**config.mk**
```make
export PLATFORM = sky130hd
export DESIGN_NAME = ac97_cmd_sequencer
export DESIGN_NICKNAME = d
export VERILOG_FILES = /design/src/rtl/ac97_cmd_sequencer.sv
export SDC_FILE = /design/constraint.sdc
export NUM_CORES = 1
export LEC_CHECK = 0
export CORE_MARGIN = 4
export CORE_UTILIZATION = 55
export DETAILED_ROUTE_END_ITERATION = 6
export GPL_TIMING_DRIVEN = 0
export PLACE_DENSITY = 0.8
export SYNTH_ARGS = -nofsm -noshare
export SYNTH_HDL_FRONTEND = slang
export SYNTH_SLANG_ARGS = --single-unit
```
**constraint.sdc**
```tcl
create_clock -name clock -period 2.96 [get_ports clock]
set_clock_uncertainty 0.05 [all_clocks]
set_input_delay 0.592 -clock clock [delete_from_list [all_inputs] [get_ports clock]]
set_output_delay 0.592 -clock clock [all_outputs]
set_load 0.05 [all_outputs]
```
**src/rtl/ac97_cmd_sequencer.sv**
```systemverilog
// AC97 codec command sequencer: settles the link with codec-ID reads, writes
// the mixer init table one entry per frame, then re-issues headphone or record
// source writes whenever the live controls drift from the last written values.
module ac97_cmd_sequencer #(
    parameter int         VOL_W         = 5,
    parameter int         SETTLE_FRAMES = 2,
    parameter int         MIC_BOOST     = 1,
    parameter logic [4:0] PCM_ATT       = 5'h08
) (
    input  logic             clock,
    input  logic             reset_n,
    input  logic             ready,
    input  logic [VOL_W-1:0] volume_l,
    input  logic [VOL_W-1:0] volume_r,
    input  logic             mute,
    input  logic [2:0]       source,
    output logic [7:0]       command_address,
    output logic [15:0]      command_data,
    output logic             command_valid,
    output logic             init_done
);

    localparam logic [1:0] ST_SETTLE = 2'd0;
    localparam logic [1:0] ST_INIT   = 2'd1;
    localparam logic [1:0] ST_IDLE   = 2'd2;
    localparam logic [1:0] ST_UPDATE = 2'd3;

    localparam int          VOL_SHIFT   = 5 - VOL_W;
    localparam logic [3:0]  SETTLE_LAST = 4'(SETTLE_FRAMES - 1);
    localparam logic [2:0]  INIT_LAST   = 3'd6;
    localparam logic [15:0] MIC_WORD    = (MIC_BOOST != 0) ? 16'h8048 : 16'h8008;
    localparam logic [7:0]  ADDR_HP     = 8'h04;
    localparam logic [7:0]  ADDR_SRC    = 8'h1A;
    localparam logic [7:0]  ADDR_READ   = 8'h80;

    logic [1:0]       state_q, state_d;
    logic [3:0]       settleCnt_q, settleCnt_d;
    logic [2:0]       initIdx_q, initIdx_d;
    logic [7:0]       addr_q, addr_d;
    logic [15:0]      data_q, data_d;
    logic             valid_q, valid_d;
    logic             initDone_q, initDone_d;
    logic [VOL_W-1:0] pendVolL_q, pendVolL_d;
    logic [VOL_W-1:0] pendVolR_q, pendVolR_d;
    logic             pendMute_q, pendMute_d;
    logic [2:0]       pendSrc_q, pendSrc_d;
    logic [VOL_W-1:0] shVolL_q, shVolL_d;
    logic [VOL_W-1:0] shVolR_q, shVolR_d;
    logic             shMute_q, shMute_d;
    logic [2:0]       shSrc_q, shSrc_d;

    logic [4:0]  attL, attR;
    logic [15:0] hpWord, srcWord;
    logic        hpMis, srcMis;
    logic [2:0]  loadIdx;
    logic [23:0] loadCmd;

    // Gain-to-attenuation mapping: narrow volumes are left-aligned into 5 bits
    assign attL    = 5'd31 - (5'(volume_l) << VOL_SHIFT);
    assign attR    = 5'd31 - (5'(volume_r) << VOL_SHIFT);
    assign hpWord  = {mute, 2'b00, attL, 3'b000, attR};
    assign srcWord = {5'b00000, source, 5'b00000, source};
    assign hpMis   = {volume_l, volume_r, mute} != {shVolL_q, shVolR_q, shMute_q};
    assign srcMis  = source != shSrc_q;

    // Init table lookup for the entry about to be presented
    always_comb begin
        loadIdx = (state_q == ST_SETTLE) ? 3'd0 : initIdx_q + 3'd1;
        loadCmd = {ADDR_READ, 16'h0000};
        case (loadIdx)
            3'd0:    loadCmd = {ADDR_HP, hpWord};
            3'd1:    loadCmd = {8'h18, 3'b000, PCM_ATT, 3'b000, PCM_ATT};
            3'd2:    loadCmd = {ADDR_SRC, srcWord};
            3'd3:    loadCmd = {8'h1C, 16'h0F0F};
            3'd4:    loadCmd = {8'h0E, MIC_WORD};
            3'd5:    loadCmd = {8'h0A, 16'h0000};
            3'd6:    loadCmd = {8'h20, 16'h8000};
            default: loadCmd = {ADDR_READ, 16'h0000};
        endcase
    end

    // Sequencer next-state: a command is consumed only when ready meets valid
    always_comb begin
        state_d     = state_q;
        settleCnt_d = settleCnt_q;
        initIdx_d   = initIdx_q;
        addr_d      = addr_q;
        data_d      = data_q;
        valid_d     = valid_q;
        initDone_d  = initDone_q;
        pendVolL_d  = pendVolL_q;
        pendVolR_d  = pendVolR_q;
        pendMute_d  = pendMute_q;
        pendSrc_d   = pendSrc_q;
        shVolL_d    = shVolL_q;
        shVolR_d    = shVolR_q;
        shMute_d    = shMute_q;
        shSrc_d     = shSrc_q;
        case (state_q)
            ST_SETTLE: begin
                if (!valid_q) begin
                    valid_d = 1'b1;
                end else if (ready) begin
                    if (settleCnt_q == SETTLE_LAST) begin
                        state_d    = ST_INIT;
                        initIdx_d  = 3'd0;
                        {addr_d, data_d} = loadCmd;
                        pendVolL_d = volume_l;
                        pendVolR_d = volume_r;
                        pendMute_d = mute;
                    end else begin
                        settleCnt_d = settleCnt_q + 4'd1;
                    end
                end
            end
            ST_INIT: begin
                if (ready) begin
                    if (initIdx_q == 3'd0) begin
                        shVolL_d = pendVolL_q;
                        shVolR_d = pendVolR_q;
                        shMute_d = pendMute_q;
                    end
                    if (initIdx_q == 3'd2) begin
                        shSrc_d = pendSrc_q;
                    end
                    if (initIdx_q == INIT_LAST) begin
                        state_d    = ST_IDLE;
                        valid_d    = 1'b0;
                        addr_d     = ADDR_READ;
                        data_d     = 16'h0000;
                        initDone_d = 1'b1;
                    end else begin
                        initIdx_d = loadIdx;
                        {addr_d, data_d} = loadCmd;
                        if (loadIdx == 3'd2) begin
                            pendSrc_d = source;
                        end
                    end
                end
            end
            ST_IDLE: begin
                if (hpMis) begin
                    state_d    = ST_UPDATE;
                    valid_d    = 1'b1;
                    addr_d     = ADDR_HP;
                    data_d     = hpWord;
                    pendVolL_d = volume_l;
                    pendVolR_d = volume_r;
                    pendMute_d = mute;
                end else if (srcMis) begin
                    state_d   = ST_UPDATE;
                    valid_d   = 1'b1;
                    addr_d    = ADDR_SRC;
                    data_d    = srcWord;
                    pendSrc_d = source;
                end
            end
            default: begin
                if (ready) begin
                    state_d = ST_IDLE;
                    valid_d = 1'b0;
                    addr_d  = ADDR_READ;
                    data_d  = 16'h0000;
                    if (addr_q == ADDR_HP) begin
                        shVolL_d = pendVolL_q;
                        shVolR_d = pendVolR_q;
                        shMute_d = pendMute_q;
                        if (srcMis) begin
                            state_d   = ST_UPDATE;
                            valid_d   = 1'b1;
                            addr_d    = ADDR_SRC;
                            data_d    = srcWord;
                            pendSrc_d = source;
                        end
                    end else begin
                        shSrc_d = pendSrc_q;
                        if (hpMis) begin
                            state_d    = ST_UPDATE;
                            valid_d    = 1'b1;
                            addr_d     = ADDR_HP;
                            data_d     = hpWord;
                            pendVolL_d = volume_l;
                            pendVolR_d = volume_r;
                            pendMute_d = mute;
                        end
                    end
                end
            end
        endcase
    end

    // State, command and shadow registers with asynchronous clear
    always_ff @(posedge clock or negedge reset_n) begin
        if (!reset_n) begin
            state_q     <= ST_SETTLE;
            settleCnt_q <= 4'd0;
            initIdx_q   <= 3'd0;
            addr_q      <= ADDR_READ;
            data_q      <= 16'h0000;
            valid_q     <= 1'b0;
            initDone_q  <= 1'b0;
            pendVolL_q  <= '0;
            pendVolR_q  <= '0;
            pendMute_q  <= 1'b0;
            pendSrc_q   <= 3'd0;
            shVolL_q    <= '0;
            shVolR_q    <= '0;
            shMute_q    <= 1'b0;
            shSrc_q     <= 3'd0;
        end else begin
            state_q     <= state_d;
            settleCnt_q <= settleCnt_d;
            initIdx_q   <= initIdx_d;
            addr_q      <= addr_d;
            data_q      <= data_d;
            valid_q     <= valid_d;
            initDone_q  <= initDone_d;
            pendVolL_q  <= pendVolL_d;
            pendVolR_q  <= pendVolR_d;
            pendMute_q  <= pendMute_d;
            pendSrc_q   <= pendSrc_d;
            shVolL_q    <= shVolL_d;
            shVolR_q    <= shVolR_d;
            shMute_q    <= shMute_d;
            shSrc_q     <= shSrc_d;
        end
    end

    assign command_address = addr_q;
    assign command_data    = data_q;
    assign command_valid   = valid_q;
    assign init_done       = initDone_q;

endmodule

```
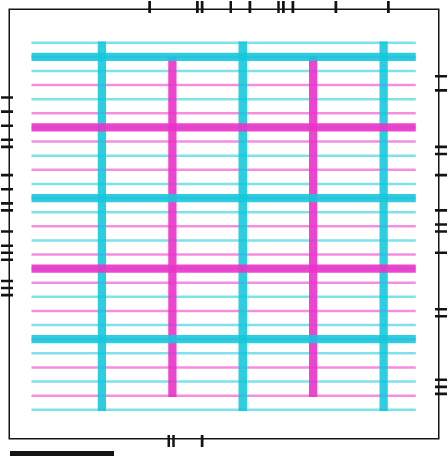
(floorplan with the power grid)
Scale bar: 20 µm. Pins as bars on the die edge.
magenta -> VDD
cyan -> VSS
signal pins = 43
met5 straps = 5
rows = 26
met1 rails = 27
met4 straps = 5
die height: 82.5 µm
Die X: 82.5 µm
Placeable Area: 5240 µm²

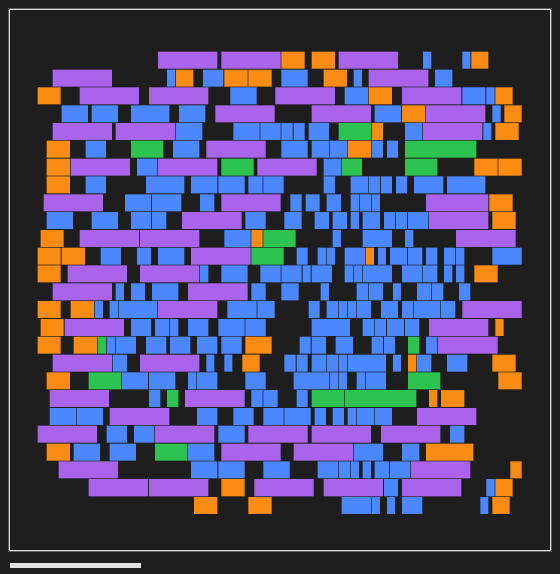
(cell classes on the final placement)
Scale bar: 20 µm.
orange -> remaining buffers and delay cells  # cells 51, share of their area 13%
purple -> registers  # cells 57, share of their area 39%
green -> clock drivers and dummy loads  # cells 16, share of their area 6.0%
blue -> remaining logic cells  # cells 211, share of their area 43%
post-route cell area: 3760 µm²
Finished Core Util: 0.718
site row count: 26
sequential cell area share: 0.379

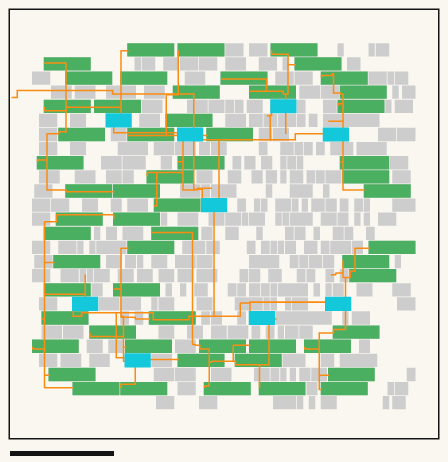
(clock wires, drivers and flops)
Scale bar: 20 µm.
cyan -> clock-net drivers  # count 9
orange -> clock wires  # length 694 µm
green -> flip-flops  # count 57
flops lie = spread over the die
routed clock nets = 10
clock share of power: 0.220
clock latency on the worst-skew pair: 330 ps
clock distribution power: 794 µW

==> impl_metrics.tcl <==
# collected from the flow reports
set metrics [dict create \
    critical_path_class "in -> reg" \
    netlist_top_cells_area "dfrtp_1, mux2_2, xnor2_1, o21ai_0, ha_1" \
    grtUsageTotal 0.222 \
    startpoint_type "primary input" \
    peakVddDrop_v 0.000589 \
    drc 0 \
    dieArea_um2 6800 \
    yosys_area_um2 3050 \
    cpMaxStageDelayCell "or3_2" \
    final-hold-violation-count 0 \
    syn_inst 278 \
    clk_pin_slew_ps 60 \
    dp_cells 390 \
    outcome "finished clean" \
    yosys.area.top_type "dfrtp_1" \
    route.vias.total 2312 \
    antenna_found_initial 0 \
    cts_tree "yes" \
    reg2reg_to "command_data[0]" \
    finalPower_mw 3.60 \
    ys_warn_count 0 \
    synth-edff-count 0 \
    diodes 0 \
    period_minus_slack_ps 2820 \
    max_freq_mhz 354 \
    path_buffers 2 \
    critPathRequiredTime_ps 3130 \
    top_cells_by_count "dfrtp_1, mux2_2, o21ai_0, inv_1" \
    worst_slack_ps 135 \
    top_area_frac 0.459 \
    detail_route.iter0.violations 136 \
    synth.distinct_cells 60 \
    io-pin-count 43 \
    lay_top_cells "dfrtp_1, clkdlybuf4s50_1, mux2_2" \
    grt_overflow 0 \
    cp_num_cells 7 \
    setup_viol 0 \
    cts_buffers 9 \
    rsz0062_at_grt "false" \
    ys.flops 57 \
]
[repair_timing]
action / CTS / global route
endpoints found under the setup margin: 4 / 17
cloned: 0 / 0
gates resized: 1 / 1
setup buffers: 0 / 0
[worst max-delay path by stage]
| stage | from | to | slack [ps] |
|---|---|---|---|
| after floorplan | command_address[1] | pendVolL_q[0] | 500 |
| after global placement | reset_n | command_data[12] | -450 |
| after detailed placement | volume_l[3] | command_address[3] | -450 |
| after CTS | mute | pendVolR_q[1] | 90 |
| after global routing | mute | command_address[1] | 40 |
| final | mute | pendVolR_q[4] | 140 |
[final cells by class]
cell class | count | area, µm²
Clock buffer | 11 | 141
Buffer | 14 | 88.8
Clock inverter | 5 | 78.8
Multi-Input combinational cell | 195 | 1500
Inverter | 16 | 60.1
Fill cell | 419 | 1480
Timing Repair Buffer | 37 | 375
Sequential cell | 57 | 1430
Tap cell | 70 | 87.6
[routing by layer]
metal | vias to the layer above | share of wire | wire (µm) | track usage
met5 | - | 0 | 0 | 0
met1 | 1115 | 0.44 | 2870 | 0.275
met3 | 12 | 0.069 | 455 | 0.0759
met4 | 0 | 0.014 | 89 | 0.0781
met2 | 73 | 0.48 | 3180 | 0.359
li1 | 1112 | - | - | -
[report_power, final]
group / switching [mW] / internal, mW / total, mW
clock: 0.298 / 0.495 / 0.794
sequential: 0.182 / 1.08 / 1.27
combinational: 0.877 / 0.664 / 1.54
total: 1.36 / 2.24 / 3.60
[cell families after synthesis]
group           synth area share
compound gates             0.152
xor+xnor                  0.0591
fa+ha+maj                 0.0205
buf+inv                   0.0500
flops                      0.468
mux                        0.114
other cells              0.00123
simple gates               0.135
[state kept, by name (all words and copies together) (netlist names), 4 cells and up]
register and flops:
pendVolR_q 5, settleCnt_q 4, command_data 12, shVolR_q 5, command_address 6, shVolL_q 5
pendVolL_q 5
Power figures rest on the tool's default switching activity, not on a simulated workload.
